==> config.mk <==
export PLATFORM = sky130hd
export DESIGN_NAME = calc_unit_seq_flat
export DESIGN_NICKNAME = d
export VERILOG_FILES = /design/src/rtl/calc_pkg.sv /design/src/rtl/calc_unit_seq_if.sv /design/src/rtl/calc_div_iter.sv /design/src/rtl/calc_unit_seq.sv /design/src/flat_wrapper.sv
export SDC_FILE = /design/constraint.sdc
export NUM_CORES = 1
export LEC_CHECK = 0
export CAP_MARGIN = 20
export CELL_PAD_IN_SITES_DETAIL_PLACEMENT = 0
export CELL_PAD_IN_SITES_GLOBAL_PLACEMENT = 2
export CORE_UTILIZATION = 44
export DETAILED_ROUTE_END_ITERATION = 10
export DONT_BUFFER_PORTS = 1
export GPL_ROUTABILITY_DRIVEN = 0
export PLACE_DENSITY_LB_ADDON = 0.3
export SETUP_SLACK_MARGIN = 0.5
export SYNTH_ARGS = -nofsm -noshare
export SYNTH_HDL_FRONTEND = slang
export SYNTH_SLANG_ARGS = --single-unit
==> constraint.sdc <==
create_clock -name clk -period 14.1 [get_ports clk]
set_clock_uncertainty 0.2 [all_clocks]
set_input_delay 2.115 -clock clk [delete_from_list [all_inputs] [get_ports clk]]
set_output_delay 2.115 -clock clk [all_outputs]
set_load 0.05 [all_outputs]
Figure 1. Track usage over the die.
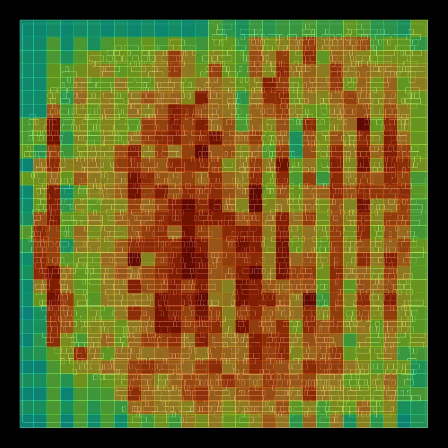
met3 track demand over resource in global routing: 0.0592
met2 GRT Util: 0.512

Figure 2. Cell area per tile.
21 x 21 tiles, from black (low) to pale yellow (high), 0 to 100% covered.
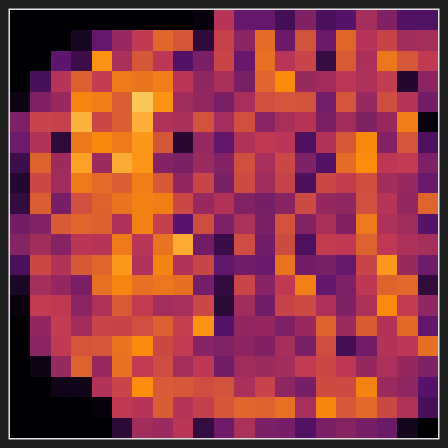
The fullest tile reaches 88%. 7.0% of the tiles are nearly empty. The densest ninth of the die: middle left. 3.4% of the tiles are over 75% full.
Initial Util: 0.447
Post-Route Utilization: 0.462
Core Box Area: 42000 µm²

Figure 3. Cell sizes after repair.
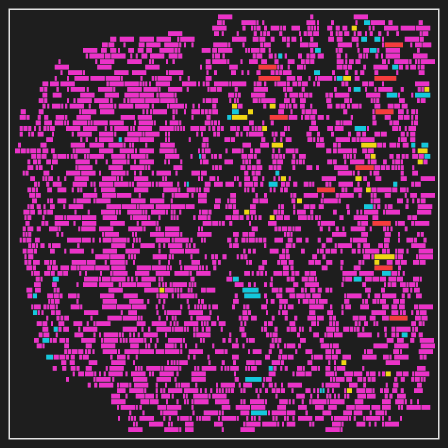
_2 cells: in cyan, cells 42, share 1.9%. _6 and larger: in red, cells 11, share 0.48%. _3 and _4 cells: in yellow, cells 25, share 1.1%. _0 and _1 cells: in magenta, cells 2191, share 97%.
final worst setup slack: 4.26 ns
area added between synthesis and finish: 3.22%
post-route design area: 19400 µm²
Non-clock buffers: 17

Figure 4. Where the registers sit.
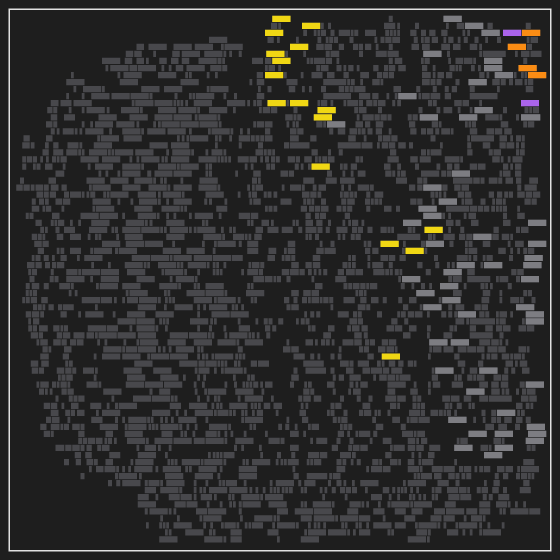
`u_core.u_div.den_q`: in yellow, sequential cells 16, where top centre. `u_core.state_q`: in purple, sequential cells 2. `u_core.u_div.cnt_q`: in orange, sequential cells 4, where upper right.
area used by sequential logic in the layout: 1540 µm²

==> commit_impl_results.txt <==
Update PnR metrics after Yosys + OpenROAD run

- The flow ran to the end, and the final reports show no timing, DRC or antenna violations.
* Total GRT Usage: 0.315
- Post-cts sizing count: 0
- Cell depth of the worst setup path: 26
- Number of search-and-repair iterations in the first detailed-routing pass: 5
- The largest individual stage delay along the critical path comes from the cell sky130_fd_sc_hd__o311ai_0.
- The final route contains about 17k vias.
- Sorting the synthesis cell report by count puts at the top sky130_fd_sc_hd__nand2_1.
* Port Buf Inserts: 0
- Worst setup path category: input pin to flop
- Detailed-placement wirelength estimate: 53.1 mm
- In this run the tools logged warnings totalling 44.
- Counting both buffers and inverters, the worst setup path holds a total of 6.
- The mapped netlist covers 18800 µm².
* Combined area of the multi-input logic cells: 15600 µm²
- The final timing report derives a shortest allowable period of 9.84 ns.
- Setup bufs post-CTS: 0
* Instance count of the mapped netlist: 2371
- Proportion of synthesized area in mux cells: 0.0176
* Share of synthesized area occupied by flip-flops and latches: 0.0820
- The number of hold buffers added after CTS was 0.
* Worst Hold Path Cells: 2
* Max Cap Viol: 0
- Per STA, the library cell used most along the worst path is sky130_fd_sc_hd__fa_1.
- Die y size: 209 µm
* RSZ-0062 raised after global routing: false
* Share of the synthesized area in the top cell type: 0.281
- Post-Syn Nets: around 2.8k
* Main combinational cell family by area after synthesis: adder cells
- Clock Pin Slew Worst Setup and Hold Paths: 0.07 ns
- The tree is rooted in a sky130_fd_sc_hd__clkbuf_16.
* Simple-Gate Area Share: 0.193
- DRC violation total after the first TritonRoute iteration: 1416
- STA classifies the critical path startpoint as an input pin.
- Warnings from Yosys: 0
* Number of buffers added by the clock tree synthesis step: 9
* Avg Cell Area, Syn: between 7 and 8 µm²
- For the worst setup path, the data required time is 14.12 ns.
- Slowest Stage Delay on Critical Path: 0.62 ns
- For this run the aggregate overflow at the end of global routing stands at 0.
* Post-Synth Adder-Cell Area: 0.383
* Period utilisation layout: 0.698
* TritonCTS clock tree: built
- Die width: 209 µm
-- layout by cell type, fill, tap and decap left out, drive strengths merged, types with 32 or more instances in the layout --
master  Yosys  layout
and2       33      33
nor2      234     234
xnor2      90      90
dfxtp      77      77
o21ai      93      93
a211oi     32      32
fa        264     264
nor3       40      40
nand3      43      43
inv       297     297
a21oi     125     125
nand2     304     304
ha        154     154
-- layout make-up --
cell class              count  share of cell area
repair buffers             17             0.00644
inverters                 311              0.0601
clock inverters             5             0.00438
clock buffers              11              0.0120
multi-input cells        1848               0.803
well taps                 539              0.0347
flip-flops and latches     77              0.0795
-- layer usage --
| metal | up-vias | GRT usage | part of all wire |
|---|---|---|---|
| met1 | 8308 | 0.416 | 0.42 |
| met4 | 0 | 0.122 | 0.039 |
| met2 | 693 | 0.512 | 0.46 |
| li1 | 7763 | - | - |
| met3 | 141 | 0.0592 | 0.082 |
| met5 | - | 0 | 0 |
-- kinds of logic (layout without fill, tap and decap cells) --
group,count (synthesis),in the layout
adders and majority gates,418,418
DFF,77,77
muxes,28,28
xor gates and xnor gates,116,116
buffers and inverters,446,344
AOI/OAI and AO/OA,495,495
and+or+nand+nor,791,791
-- metrics by stage --
stage / hold slack [ns] / instance area, µm² / cells
after floorplan: 0.236 / 18800 / 2371
after global placement: 0.241 / 19100 / 2791
after detailed placement: 0.245 / 19100 / 2791
after CTS: 0.253 / 19400 / 2807
after global routing: 0.286 / 19400 / 2808
final: 0.249 / 19400 / 2808
